[config.mk]
export PLATFORM = sky130hd
export DESIGN_NAME = sccb_reg_sequencer
export DESIGN_NICKNAME = d
export VERILOG_FILES = /design/src/rtl/sccb_reg_sequencer.sv
export SDC_FILE = /design/constraint.sdc
export NUM_CORES = 1
export LEC_CHECK = 0
export ABC_CLOCK_PERIOD_IN_PS = 3900
export CORE_MARGIN = 2
export CORE_UTILIZATION = 51
export CTS_CLUSTER_DIAMETER = 60
export DETAILED_ROUTE_END_ITERATION = 10
export PLACE_DENSITY = 0.8
export SETUP_SLACK_MARGIN = 0.3
export SYNTH_ARGS = -nofsm -noshare
export SYNTH_HDL_FRONTEND = slang
export SYNTH_SLANG_ARGS = --single-unit
[constraint.sdc]
create_clock -name i_clk -period 3.9 [get_ports i_clk]
set_clock_uncertainty 0.15 [all_clocks]
set_input_delay 0.585 -clock i_clk [delete_from_list [all_inputs] [get_ports i_clk]]
set_output_delay 0.585 -clock i_clk [all_outputs]
set_load 0.005 [all_outputs]
[src/rtl/sccb_reg_sequencer.sv]
// Register-script sequencer for image-sensor bring-up over an I2C/SCCB master.
// Optional readback-after-write checking is enabled by defining SCCB_SEQ_WRITE_VERIFY_EN.
module sccb_reg_sequencer #(
  parameter int unsigned CLK_FREQ_MHZ = 50,
  parameter logic [6:0]  DEV_ADDR     = 7'h60,
  parameter int unsigned ADDR_BYTES   = 2,
  parameter int unsigned DATA_BYTES   = 1,
  parameter int unsigned SCRIPT_DEPTH = 128,
  parameter int unsigned MAX_RETRIES  = 3,
  localparam int unsigned IDX_W = $clog2(SCRIPT_DEPTH),
  localparam int unsigned AW    = 8 * ADDR_BYTES,
  localparam int unsigned DW    = 8 * DATA_BYTES,
  localparam int unsigned EW    = 2 + AW + DW
) (
  input  logic             i_clk,
  input  logic             i_rst,
  input  logic             i_start,
  input  logic             i_abort,
  output logic             o_busy,
  output logic             o_done,
  output logic             o_error,
  output logic [2:0]       o_err_code,
  output logic [IDX_W-1:0] o_err_index,
  output logic [IDX_W-1:0] o_rom_addr,
  input  logic [EW-1:0]    i_rom_data,
  output logic             o_cmd_valid,
  input  logic             i_cmd_ready,
  output logic             o_cmd_read,
  output logic [6:0]       o_cmd_dev_addr,
  output logic [AW-1:0]    o_cmd_reg_addr,
  output logic [DW-1:0]    o_cmd_wdata,
  input  logic             i_rsp_valid,
  input  logic             i_rsp_nack,
  input  logic             i_rsp_arb_lost,
  input  logic [DW-1:0]    i_rsp_rdata
);

  localparam int unsigned TICK = CLK_FREQ_MHZ * 1000;
  localparam int unsigned TW   = $clog2(TICK + 1);
  localparam int unsigned RW   = $clog2(MAX_RETRIES + 2);

  localparam logic [1:0] OP_WRITE = 2'd0;
  localparam logic [1:0] OP_READ  = 2'd1;
  localparam logic [1:0] OP_DELAY = 2'd2;

  localparam logic [2:0] ERR_NACK   = 3'd1;
  localparam logic [2:0] ERR_ARB    = 3'd2;
  localparam logic [2:0] ERR_VERIFY = 3'd3;
  localparam logic [2:0] ERR_ABORT  = 3'd4;
  localparam logic [2:0] ERR_OVF    = 3'd5;

  typedef enum logic [2:0] {
    IDLE, FETCH, LATCH, ISSUE, WAIT_RSP, DELAY, FINISH
  } state_e;

  state_e           state_q, state_d;
  logic [IDX_W-1:0] idx_q, idx_d;
  logic [IDX_W-1:0] rom_addr_q, rom_addr_d;
  logic [RW-1:0]    retry_q, retry_d;
  logic [AW-1:0]    addr_q, addr_d;
  logic [DW-1:0]    data_q, data_d;
  logic [DW-1:0]    ms_q, ms_d;
  logic [TW-1:0]    tick_q, tick_d;
  logic             cmd_read_q, cmd_read_d;
  logic             cmd_valid_q, cmd_valid_d;
  logic             busy_q, busy_d;
  logic             done_q, done_d;
  logic             error_q, error_d;
  logic [2:0]       err_code_q, err_code_d;
  logic [IDX_W-1:0] err_index_q, err_index_d;
  logic             abort_pend_q, abort_pend_d;

  logic [1:0]       ent_op;
  logic [AW-1:0]    ent_addr;
  logic [DW-1:0]    ent_data;
  logic [IDX_W:0]   idx_inc;
  logic             err_set;
  logic [2:0]       err_val;
  logic             advance;

  assign ent_op   = i_rom_data[EW-1 -: 2];
  assign ent_addr = i_rom_data[DW +: AW];
  assign ent_data = i_rom_data[DW-1:0];
  assign idx_inc  = {1'b0, idx_q} + (IDX_W+1)'(1);

  // Next-state and output logic; failures and index advance are resolved at the end.
  always_comb begin
    state_d      = state_q;
    idx_d        = idx_q;
    rom_addr_d   = rom_addr_q;
    retry_d      = retry_q;
    addr_d       = addr_q;
    data_d       = data_q;
    ms_d         = ms_q;
    tick_d       = tick_q;
    cmd_read_d   = cmd_read_q;
    cmd_valid_d  = cmd_valid_q;
    busy_d       = busy_q;
    done_d       = done_q;
    error_d      = error_q;
    err_code_d   = err_code_q;
    err_index_d  = err_index_q;
    abort_pend_d = abort_pend_q;
    err_set      = 1'b0;
    err_val      = 3'd0;
    advance      = 1'b0;

    case (state_q)
      IDLE: begin
        if (i_start) begin
          done_d       = 1'b0;
          error_d      = 1'b0;
          err_code_d   = 3'd0;
          idx_d        = '0;
          rom_addr_d   = '0;
          retry_d      = '0;
          abort_pend_d = 1'b0;
          busy_d       = 1'b1;
          state_d      = FETCH;
        end
      end

      FETCH: begin
        if (i_abort) begin
          err_set = 1'b1;
          err_val = ERR_ABORT;
        end else begin
          state_d = LATCH;
        end
      end

      LATCH: begin
        if (i_abort) begin
          err_set = 1'b1;
          err_val = ERR_ABORT;
        end else begin
          addr_d     = ent_addr;
          data_d     = ent_data;
          cmd_read_d = (ent_op == OP_READ);
          retry_d    = '0;
          case (ent_op)
            OP_WRITE, OP_READ: begin
              cmd_valid_d = 1'b1;
              state_d     = ISSUE;
            end
            OP_DELAY: begin
              ms_d    = ent_data;
              tick_d  = '0;
              state_d = DELAY;
            end
            default: begin
              done_d  = 1'b1;
              state_d = FINISH;
            end
          endcase
        end
      end

      ISSUE: begin
        // A handshake in the same cycle as abort wins; the abort waits for the response.
        if (cmd_valid_q && i_cmd_ready) begin
          cmd_valid_d  = 1'b0;
          abort_pend_d = i_abort;
          state_d      = WAIT_RSP;
        end else if (i_abort) begin
          err_set = 1'b1;
          err_val = ERR_ABORT;
        end
      end

      WAIT_RSP: begin
        abort_pend_d = abort_pend_q | i_abort;
        if (i_rsp_valid) begin
          abort_pend_d = 1'b0;
          if (abort_pend_q || i_abort) begin
            err_set = 1'b1;
            err_val = ERR_ABORT;
          end else if (i_rsp_nack || i_rsp_arb_lost) begin
            if (retry_q < RW'(MAX_RETRIES)) begin
              retry_d     = retry_q + RW'(1);
              cmd_valid_d = 1'b1;
              state_d     = ISSUE;
            end else begin
              err_set = 1'b1;
              err_val = i_rsp_nack ? ERR_NACK : ERR_ARB;
            end
          end else if (cmd_read_q && (i_rsp_rdata != data_q)) begin
            err_set = 1'b1;
            err_val = ERR_VERIFY;
`ifdef SCCB_SEQ_WRITE_VERIFY_EN
          end else if (!cmd_read_q) begin
            // Readback of the just-written register; keeps the entry's retry count.
            cmd_read_d  = 1'b1;
            cmd_valid_d = 1'b1;
            state_d     = ISSUE;
`endif
          end else begin
            retry_d = '0;
            advance = 1'b1;
          end
        end
      end

      DELAY: begin
        if (i_abort) begin
          err_set = 1'b1;
          err_val = ERR_ABORT;
        end else if (ms_q == '0) begin
          advance = 1'b1;
        end else if (tick_q == TW'(TICK - 1)) begin
          tick_d = '0;
          ms_d   = ms_q - DW'(1);
          if (ms_q == DW'(1)) begin
            advance = 1'b1;
          end
        end else begin
          tick_d = tick_q + TW'(1);
        end
      end

      FINISH: begin
        busy_d  = 1'b0;
        state_d = IDLE;
      end

      default: begin
        state_d = IDLE;
      end
    endcase

    // Running off the end of the script without END is an error.
    if (advance) begin
      if (idx_inc == (IDX_W+1)'(SCRIPT_DEPTH)) begin
        err_set = 1'b1;
        err_val = ERR_OVF;
      end else begin
        idx_d      = idx_q + IDX_W'(1);
        rom_addr_d = idx_q + IDX_W'(1);
        state_d    = FETCH;
      end
    end

    if (err_set) begin
      error_d     = 1'b1;
      err_code_d  = err_val;
      err_index_d = idx_q;
      cmd_valid_d = 1'b0;
      state_d     = FINISH;
    end
  end

  always_ff @(posedge i_clk or posedge i_rst) begin
    if (i_rst) begin
      state_q      <= IDLE;
      idx_q        <= '0;
      rom_addr_q   <= '0;
      retry_q      <= '0;
      addr_q       <= '0;
      data_q       <= '0;
      ms_q         <= '0;
      tick_q       <= '0;
      cmd_read_q   <= 1'b0;
      cmd_valid_q  <= 1'b0;
      busy_q       <= 1'b0;
      done_q       <= 1'b0;
      error_q      <= 1'b0;
      err_code_q   <= 3'd0;
      err_index_q  <= '0;
      abort_pend_q <= 1'b0;
    end else begin
      state_q      <= state_d;
      idx_q        <= idx_d;
      rom_addr_q   <= rom_addr_d;
      retry_q      <= retry_d;
      addr_q       <= addr_d;
      data_q       <= data_d;
      ms_q         <= ms_d;
      tick_q       <= tick_d;
      cmd_read_q   <= cmd_read_d;
      cmd_valid_q  <= cmd_valid_d;
      busy_q       <= busy_d;
      done_q       <= done_d;
      error_q      <= error_d;
      err_code_q   <= err_code_d;
      err_index_q  <= err_index_d;
      abort_pend_q <= abort_pend_d;
    end
  end

  assign o_busy         = busy_q;
  assign o_done         = done_q;
  assign o_error        = error_q;
  assign o_err_code     = err_code_q;
  assign o_err_index    = err_index_q;
  assign o_rom_addr     = rom_addr_q;
  assign o_cmd_valid    = cmd_valid_q;
  assign o_cmd_read     = cmd_read_q;
  assign o_cmd_dev_addr = DEV_ADDR;
  assign o_cmd_reg_addr = addr_q;
  assign o_cmd_wdata    = data_q;

endmodule
**Port wiring**

Scale bar: 20 µm.
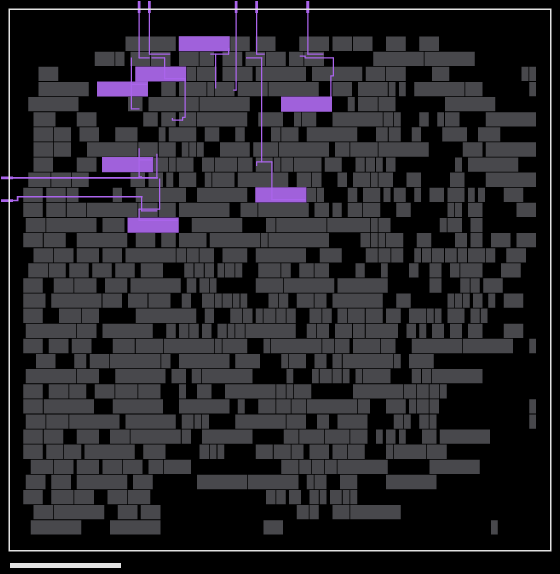
o_rom_addr -> purple  # direction output, edge 5 top, 2 left, end cells 7, buffers 7, wire 236 µm
IO buf count: 87
IO Pins: 95

**Where the registers sit**

Scale bar: 20 µm.
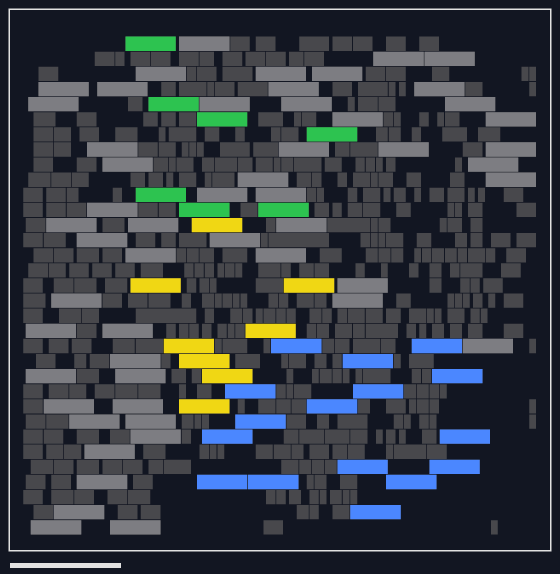
ms_q -> yellow  # placed flops 8
tick_q -> blue  # placed flops 16
idx_q -> green  # placed flops 7
not coloured = 53
Final Util: 67.0%
Seq area share: 37.8%
P_seq: 1360 µW
FF/Latch Area: 0.00210 mm²

==> impl_metrics.env <==
# yosys + openroad results
export IMPL_outcome="complete, no violations"
export IMPL_path_cells="clkdlybuf4s50_1 > xnor2_1 > nand4_1 > o21ai_1 > nand3_1 > o211ai_4 > mux2_2"
export IMPL_reg2reg_slack_ns=0.98
export IMPL_postCtsHoldBufs=0
export IMPL_via_per_inst=5.72
export IMPL_worstSetupStartpointType="primary input"
export IMPL_worst_r2r_path_depth=7
export IMPL_place_congestion=0.852
export IMPL_cap_violations=0
export IMPL_cts_max_path_buffers=2
export IMPL_met3_usage_pct=7.48
export IMPL_total_leakage_power_uw=0.00245
export IMPL_hold_start="o_rom_addr[4]"
export IMPL_critPathKind="in2reg"
export IMPL_comb_power_share_pct=39.0
export IMPL_dp_cells=607
export IMPL_hold_viol_final=0
export IMPL_vias=3559
export IMPL_area_growth_pct=25.6
export IMPL_netlist_top_cells_count="dfrtp_1, nor2_1, o21ai_0"
export IMPL_required_ns=3.99
export IMPL_cts_resized=0
export IMPL_nets=562
export IMPL_ys_top_cells_by_area="dfrtp_1, mux2_2, o21ai_0"
export IMPL_drc=0
export IMPL_grt_start_max_net_pins=47
export IMPL_first_global_vias=3630
export IMPL_wl_met2_um=4900
export IMPL_std_cell_rows=33
export IMPL_max_freq_mhz=337
export IMPL_placed_area_mm2=0.00534
export IMPL_slowest_stage="o211ai_4"
export IMPL_top_cell_area_share_pct=47.5
export IMPL_yosysTopAreaCell="dfrtp_1"
export IMPL_netlist_area_mm2=0.00443
export IMPL_firstDrtPassIters=5
export IMPL_hold_depth=1
export IMPL_slew_viol_final=0
export IMPL_drtIter0Drc=200
export IMPL_pre_cts_slack_ns=0.568
export IMPL_ys_area_mm2=0.00443
export IMPL_edf_count=0
export IMPL_clock_net_power_uw=694
export IMPL_yosys_warnings=0
export IMPL_drive_above_1_share_pct=14.1
export IMPL_finalInstanceArea_mm2=0.00556
export IMPL_worstReg2RegStart="state_q[0]"
export IMPL_fin_tns_setup_ns=0
**Metal layers overlaid**

Only two layers are drawn.
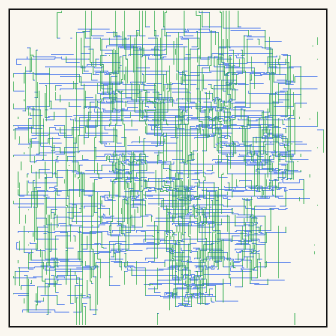
M1 -> blue  # wire length 4,490 µm
M2 -> green  # wire length 4,900 µm

## flip-flops by register name (all words and copies together), names as in the netlist
register        flops
o_done              1
o_cmd_wdata         8
state_q             3
abort_pend_q        1
o_rom_addr          7
ms_q                8
retry_q             3
o_cmd_valid         1
o_err_code          3
o_cmd_read          1
o_cmd_reg_addr     16
idx_q               7
o_error             1
o_err_index         7
o_busy              1
tick_q             16
## cells by family after synthesis
family | synth area share (%)
AOI/OAI and AO/OA | 15.2
xor gates and xnor gates | 3.76
adders and majority gates | 1.98
buffers and inverters | 4.27
DFF | 47.5
muxes | 8.79
other | 0.170
and+or+nand+nor | 18.4
## area by class of cell
cell class                 count  area, µm²
multi-input combinational    316       2160
sequential                    84       2100
clock inverter                 5       85.1
tap                          105        131
fill                         625       2740
clock buffer                  10        138
timing repair buffer          93        916
inverter                       9       35.0
Power is estimated from default activity; no workload was simulated.
